<file path="src/rtl/nonrestoring_divider_if.sv">
// ---------------------------------------------------------------------------
// nonrestoring_divider_if
//   Handshake and data bundle for the sequential signed divider.
//
//   start        requester -> divider  launch a division (sampled in IDLE/DONE)
//   data_in      requester -> divider  operand bus: dividend, then divisor
//   busy         divider -> requester  division in progress
//   done         divider -> requester  result valid (level)
//   quotient     divider -> requester  signed quotient, truncated toward zero
//   remainder    divider -> requester  signed remainder, sign of the dividend
//   div_by_zero  divider -> requester  divisor was zero
//
//   master: the requester side.  slave: the divider side.
// ---------------------------------------------------------------------------
interface nonrestoring_divider_if #(
    parameter int WIDTH = 32
);
    logic                    start;
    logic signed [WIDTH-1:0] data_in;
    logic                    busy;
    logic                    done;
    logic signed [WIDTH-1:0] quotient;
    logic signed [WIDTH-1:0] remainder;
    logic                    div_by_zero;

    modport master (
        output start,
        output data_in,
        input  busy,
        input  done,
        input  quotient,
        input  remainder,
        input  div_by_zero
    );

    modport slave (
        input  start,
        input  data_in,
        output busy,
        output done,
        output quotient,
        output remainder,
        output div_by_zero
    );
endinterface

</file>
<file path="src/rtl/nonrestoring_divider.sv">
// ---------------------------------------------------------------------------
// nonrestoring_divider
//   Sequential signed integer divider, one quotient bit per clock, using the
//   non-restoring algorithm on operand magnitudes. Operands arrive serially
//   on data_in: dividend on the cycle after start is accepted, divisor on the
//   cycle after that. Quotient truncates toward zero; the remainder carries
//   the dividend's sign.
//
//   Ports
//     clk      system clock, rising edge
//     rst_n    asynchronous active-low reset; aborts any division in flight
//     bus      nonrestoring_divider_if.slave (start, data_in, busy, done,
//              quotient, remainder, div_by_zero)
//
//   Configuration macro
//     DIV_ZERO_CHECK_EN  when defined, a zero divisor skips the iteration and
//                        produces quotient=all ones, remainder=dividend,
//                        div_by_zero=1 with done three edges after start.
//                        When undefined, div_by_zero is tied low and a zero
//                        divisor runs the full iteration (result unspecified).
//
//   Latency: done rises WIDTH+3 edges after the edge that accepts start.
// ---------------------------------------------------------------------------
module nonrestoring_divider #(
    parameter int WIDTH = 32
) (
    input  logic                        clk,
    input  logic                        rst_n,
    nonrestoring_divider_if.slave       bus
);

    localparam int CW = $clog2(WIDTH + 1);

    typedef enum logic [2:0] {
        S_IDLE,
        S_LOAD_DVD,
        S_LOAD_DVR,
        S_ITER,
        S_FIX,
        S_DONE
    } state_t;

    state_t state, state_nx;

    // Iteration state. p is one bit wider than the operands so that the
    // shifted partial remainder (up to twice |divisor|) never overflows.
    logic [CW-1:0]           count;
    logic signed [WIDTH:0]   p;
    logic [WIDTH-1:0]        q;
    logic [WIDTH-1:0]        dvr_mag;
    logic                    dvd_sign;
    logic                    dvr_sign;

    logic signed [WIDTH-1:0] quotient_r;
    logic signed [WIDTH-1:0] remainder_r;

`ifdef DIV_ZERO_CHECK_EN
    logic [WIDTH-1:0]        dvd_raw;
    logic                    dvr_zero;
    logic                    dbz_r;
`endif

    // ---------------------------------------------------------------------
    // Combinational datapath
    // ---------------------------------------------------------------------
    logic [WIDTH-1:0]        in_mag;
    logic signed [WIDTH:0]   dvr_ext;
    logic signed [WIDTH:0]   p_shift;
    logic signed [WIDTH:0]   p_step;
    logic signed [WIDTH:0]   p_fix;
    logic [WIDTH-1:0]        rem_mag;
    logic [WIDTH-1:0]        q_out;
    logic [WIDTH-1:0]        rem_out;

    // Magnitude as an unsigned WIDTH-bit value: |MIN_INT| = 2^(WIDTH-1) is
    // representable, so the most negative operand needs no special case.
    assign in_mag  = bus.data_in[WIDTH-1] ? (~bus.data_in + WIDTH'(1)) : bus.data_in;
    assign dvr_ext = {1'b0, dvr_mag};

    // Shift {P,Q} left by one, then subtract or add the divisor depending on
    // the sign the partial remainder had before the shift.
    assign p_shift = {p[WIDTH-1:0], q[WIDTH-1]};
    assign p_step  = p[WIDTH] ? (p_shift + dvr_ext) : (p_shift - dvr_ext);

    // Final correction: a negative partial remainder is restored once.
    assign p_fix   = p[WIDTH] ? (p + dvr_ext) : p;
    assign rem_mag = p_fix[WIDTH-1:0];

    // Sign application. Negating 2^(WIDTH-1) wraps back onto itself, which
    // gives the MIN_INT / -1 -> MIN_INT wrap for free.
    assign q_out   = (dvd_sign ^ dvr_sign) ? (~q + WIDTH'(1)) : q;
    assign rem_out = dvd_sign ? (~rem_mag + WIDTH'(1)) : rem_mag;

    // ---------------------------------------------------------------------
    // FSM state register
    // ---------------------------------------------------------------------
    // NOTE: state is updated with non-blocking assignments so every flop in
    // the design samples values from before the edge, independent of the
    // order in which always blocks are evaluated.
    always_ff @(posedge clk or negedge rst_n) begin
        if (!rst_n) begin
            state <= S_IDLE;
        end else begin
            state <= state_nx;
        end
    end

    // ---------------------------------------------------------------------
    // FSM next-state logic
    // ---------------------------------------------------------------------
    // NOTE: state_nx receives a default before the case statement, so every
    // path assigns it and no latch is inferred.
    always_comb begin
        state_nx = state;
        unique case (state)
            S_IDLE,
            S_DONE: begin
                if (bus.start) begin
                    state_nx = S_LOAD_DVD;
                end
            end
            S_LOAD_DVD: begin
                state_nx = S_LOAD_DVR;
            end
            S_LOAD_DVR: begin
`ifdef DIV_ZERO_CHECK_EN
                // A zero divisor bypasses the iteration; FIX then writes the
                // fixed div-by-zero result one edge later.
                if (bus.data_in == '0) begin
                    state_nx = S_FIX;
                end else begin
                    state_nx = S_ITER;
                end
`else
                state_nx = S_ITER;
`endif
            end
            S_ITER: begin
                if (count == CW'(1)) begin
                    state_nx = S_FIX;
                end
            end
            S_FIX: begin
                state_nx = S_DONE;
            end
            default: begin
                state_nx = S_IDLE;
            end
        endcase
    end

    // ---------------------------------------------------------------------
    // Datapath registers
    // ---------------------------------------------------------------------
    always_ff @(posedge clk or negedge rst_n) begin
        if (!rst_n) begin
            count       <= '0;
            p           <= '0;
            q           <= '0;
            dvr_mag     <= '0;
            dvd_sign    <= 1'b0;
            dvr_sign    <= 1'b0;
            quotient_r  <= '0;
            remainder_r <= '0;
`ifdef DIV_ZERO_CHECK_EN
            dvd_raw     <= '0;
            dvr_zero    <= 1'b0;
            dbz_r       <= 1'b0;
`endif
        end else begin
            unique case (state)
                S_IDLE,
                S_DONE: begin
`ifdef DIV_ZERO_CHECK_EN
                    if (bus.start) begin
                        dbz_r <= 1'b0;
                    end
`endif
                end
                S_LOAD_DVD: begin
                    // Dividend magnitude seeds Q; its bits shift into P.
                    dvd_sign <= bus.data_in[WIDTH-1];
                    q        <= in_mag;
`ifdef DIV_ZERO_CHECK_EN
                    dvd_raw  <= bus.data_in;
`endif
                end
                S_LOAD_DVR: begin
                    dvr_sign <= bus.data_in[WIDTH-1];
                    dvr_mag  <= in_mag;
                    p        <= '0;
                    count    <= CW'(WIDTH);
`ifdef DIV_ZERO_CHECK_EN
                    dvr_zero <= (bus.data_in == '0);
`endif
                end
                S_ITER: begin
                    p     <= p_step;
                    q     <= {q[WIDTH-2:0], ~p_step[WIDTH]};
                    count <= count - CW'(1);
                end
                S_FIX: begin
`ifdef DIV_ZERO_CHECK_EN
                    if (dvr_zero) begin
                        quotient_r  <= '1;
                        remainder_r <= dvd_raw;
                        dbz_r       <= 1'b1;
                    end else begin
                        quotient_r  <= q_out;
                        remainder_r <= rem_out;
                    end
`else
                    quotient_r  <= q_out;
                    remainder_r <= rem_out;
`endif
                end
                default: begin
                end
            endcase
        end
    end

    // ---------------------------------------------------------------------
    // Outputs: busy/done decode straight from the registered state.
    // ---------------------------------------------------------------------
    assign bus.busy      = (state == S_LOAD_DVD) || (state == S_LOAD_DVR) ||
                           (state == S_ITER)     || (state == S_FIX);
    assign bus.done      = (state == S_DONE);
    assign bus.quotient  = quotient_r;
    assign bus.remainder = remainder_r;
`ifdef DIV_ZERO_CHECK_EN
    assign bus.div_by_zero = dbz_r;
`else
    assign bus.div_by_zero = 1'b0;
`endif

endmodule

</file>
<file path="src/flat_wrapper.sv">
// flat-port wrapper written by rule: the top's interface ports become plain ports
module nonrestoring_divider_flat 
#(
    parameter int WIDTH = 32
)
  (clk, rst_n, bus_start, bus_data_in, bus_busy, bus_done, bus_quotient, bus_remainder, bus_div_by_zero);
  nonrestoring_divider_if #(.WIDTH(WIDTH)) bus_i ();
  input  logic clk;
  input  logic rst_n;
  input wire logic [$bits(bus_i.start)-1:0] bus_start;
  input wire logic [$bits(bus_i.data_in)-1:0] bus_data_in;
  output wire logic [$bits(bus_i.busy)-1:0] bus_busy;
  output wire logic [$bits(bus_i.done)-1:0] bus_done;
  output wire logic [$bits(bus_i.quotient)-1:0] bus_quotient;
  output wire logic [$bits(bus_i.remainder)-1:0] bus_remainder;
  output wire logic [$bits(bus_i.div_by_zero)-1:0] bus_div_by_zero;
  assign bus_i.start = bus_start;
  assign bus_i.data_in = bus_data_in;
  assign bus_busy = bus_i.busy;
  assign bus_done = bus_i.done;
  assign bus_quotient = bus_i.quotient;
  assign bus_remainder = bus_i.remainder;
  assign bus_div_by_zero = bus_i.div_by_zero;
  nonrestoring_divider #(.WIDTH(WIDTH)) u_core (.clk(clk), .rst_n(rst_n), .bus(bus_i));
endmodule
</file>
<file path="config.mk">
export PLATFORM = sky130hd
export DESIGN_NAME = nonrestoring_divider_flat
export DESIGN_NICKNAME = d
export VERILOG_FILES = /design/src/rtl/nonrestoring_divider_if.sv /design/src/rtl/nonrestoring_divider.sv /design/src/flat_wrapper.sv
export SDC_FILE = /design/constraint.sdc
export NUM_CORES = 1
export LEC_CHECK = 0
export CORE_MARGIN = 2
export CORE_UTILIZATION = 50
export CTS_BUF_LIST = sky130_fd_sc_hd__clkbuf_16
export DETAILED_ROUTE_END_ITERATION = 10
export GPL_ROUTABILITY_DRIVEN = 0
export GPL_TIMING_DRIVEN = 0
export PLACE_DENSITY_LB_ADDON = 0.3
export SYNTH_ARGS = -nofsm -noshare
export SYNTH_HDL_FRONTEND = slang
export SYNTH_SLANG_ARGS = --single-unit
export TNS_END_PERCENT = 5
</file>
<file path="constraint.sdc">
create_clock -name clk -period 14.3 [get_ports clk]
set_input_delay 2.86 -clock clk [delete_from_list [all_inputs] [get_ports clk]]
set_output_delay 2.86 -clock clk [all_outputs]
set_load 0.005 [all_outputs]
</file>
**Signal wires on met1**

Scale: 3 px per um. Supply wires on this layer in gray.
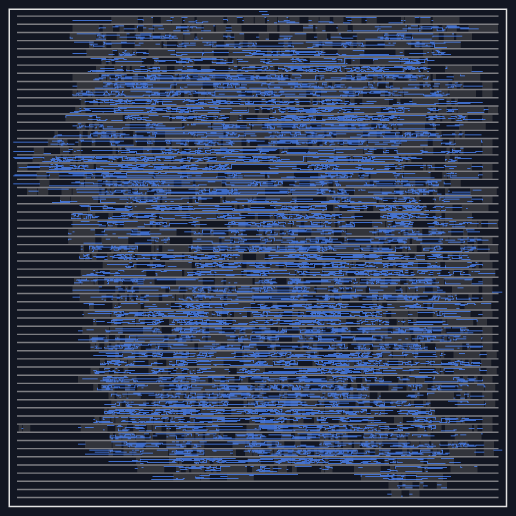
nets with wire on the layer = 1701
wire length on this layer = 16900 um
longest straight run = 76.8 um
share of all routed wire = 43%
Post-Route WL: 39000 um
GR Layer Usage met1: 40.2%

**Signal wires on met2**

Scale: 3 px per um.
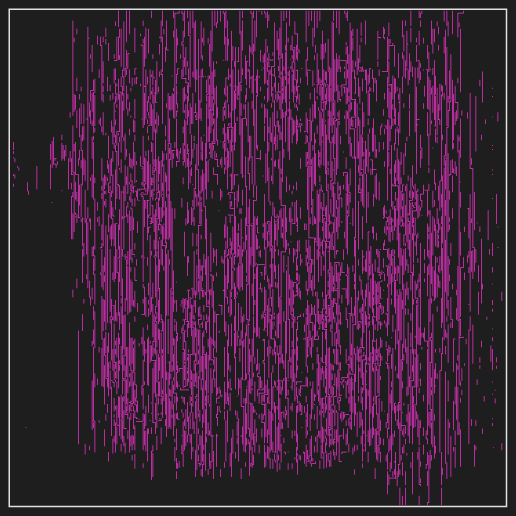
wire length on this layer = 17500 um
share of all routed wire = 45%
longest straight run = 60.3 um
nets with wire on the layer = 1539
main direction = vertical
Via Count: 12800
GR Layer Usage met2: 45.6%

[layer usage]
| metal | part of all wire (%) | vias to the layer above |
|---|---|---|
| met2 | 45 | 566 |
| met4 | 3.2 | 0 |
| met3 | 8.5 | 103 |
| li1 | - | 6019 |
| met5 | 0 | - |
| met1 | 43 | 6065 |
[final timing paths]
kind / from / to / cells past startpoint
max: u_core.p[32] / u_core.q[0] / 21
min in group asynchronous: rst_n / u_core.bus.quotient[23] / 1
max reg2reg: u_core.p[32] / u_core.q[0] / 21
min reg2reg: u_core.bus.quotient[1] / u_core.bus.quotient[1] / 2
min: u_core.bus.quotient[1] / u_core.bus.quotient[1] / 2
max in group asynchronous: rst_n / u_core.p[12] / 2
[synth_stat cells, types with 12 or more instances]
library cell	instances	area [um2]
nor2b_1	12	75.1
nand2b_1	15	93.8
or3_1	12	75.1
a21o_1	28	210
nor2_1	159	597
a21oi_1	153	766
o31ai_1	20	150
inv_1	33	124
o21ai_0	183	916
nand2_1	223	837
a31oi_1	24	150
dfrtp_1	172	4300
xor2_1	98	858
clkbuf_1	51	191
nor3_1	39	195
xnor2_1	62	543
ha_1	70	876
nand3_1	21	105
[registers in the layout, summed over array words and instances, names as in the netlist, 3 cells and up]
register              count
u_core.p                 33
u_core.bus.quotient      32
u_core.bus.remainder     32
u_core.dvr_mag           32
u_core.q                 32
u_core.count              6
u_core.state              3
==> flow_metrics.py <==
# Physical implementation metrics
metrics = {
    "timing": {
        "finalMaxSlewViolations": 0,
        "setup_slack_ns": 7.14,
        "worst_pin_slew_ns": 0.978,
        "finalHoldWorstSlack_ns": 0.478,
        "skew_ns": 0.0123,
        "hold_violations": 0,
        "min_period_ns": 7.16,
        "setup_violations": 0,
    },
    "cells_and_area": {
        "regArea_um2": 4300,
        "n_antenna_cell": 0,
        "nonClkBufAreaFrac_pct": 9.03,
        "layoutNonFillerInstCount": 2082,
        "drive_gt1_share_pct": 4.75,
        "final-clk-cell-share_pct": 3.83,
        "comb_area_um2": 8240,
        "logic_gates": 1334,
        "nClkBuffers": 17,
        "nFillCells": 2361,
        "lay_top_cells": "nand2_1, o21ai_0, dfrtp_1, nor2_1, a21oi_1",
        "inverters_excl_clock": 35,
        "lay_top_count": "nand2_1",
        "dominant_cells": "combinational gates",
        "final_util_pct": 58.3,
    },
    "critical_path": {
        "arrival_ns": 7.46,
        "critical_path.slowest_cell": "buf_1",
        "crit_top_cell": "clkbuf_1",
        "crit_buf_inv": 7,
        "path_class": "flip-flop to flip-flop",
        "endpoint_kind": "flip-flop",
        "critical_path_required_ns": 14.60,
    },
    "logic_synthesis": {
        "ys_dominant_reg_cell": "dfrtp_1",
        "mux_share_pct": 1.19,
        "edf_count": 0,
        "ys_cells": 1615,
        "synthAoiAreaFrac_pct": 24.1,
        "logic_family": "AND-OR/OR-AND gates",
        "ys_sh_xor_pct": 10.8,
        "ys.flops": 172,
        "syn_nets": 1722,
        "fa_ha_area_share_pct": 7.04,
        "synth_area_per_cell_um2": 8.05,
        "syn_area_um2": 13000,
        "ys_seq_share_pct": 33.1,
        "yosysUniqueCellTypes": 89,
    },
    "clock_tree": {
        "clock_latency_ns": 0.44,
        "cts-buffers-inserted": 17,
        "post_cts_buffers": 0,
        "cts_root_buffer": "clkbuf_16",
        "clockBufferDepth": 2,
        "tritoncts": "built",
        "cts.sinks": 172,
        "clkTransAtPathRegs_ns": 0.08,
        "ctsResizeCount": 0,
    },
    "floorplan": {
        "dieArea_um2": 27300,
        "die.size.y_um": 165,
        "core_util_floorplan_pct": 50.5,
        "die_w_um": 165,
        "tap-cell-count": 335,
    },
    "drt": {
        "drtAntennaViolNets": 0,
        "drc": 0,
        "drtIter0Drc": 1296,
        "wl_per_cell_um": 18.7,
    },
    "place": {
        "io_buffer_count": 100,
        "dp_cells": 2051,
        "hpwlAfterDp_um": 30200,
        "place_ws_ns": 7.52,
    },
    "global_route": {
        "antenna_found_initial": 0,
        "grt_usage_pct": 29.0,
        "grt_max_degree": 113,
        "busiest_layer": "met2",
        "grt_util_met3_pct": 5.29,
    },
    "flow_run": {
        "tool_warnings": 30,
        "maxCapViolCount": 0,
    },
    "outcome": {
        "outcome": "completed",
    },
}
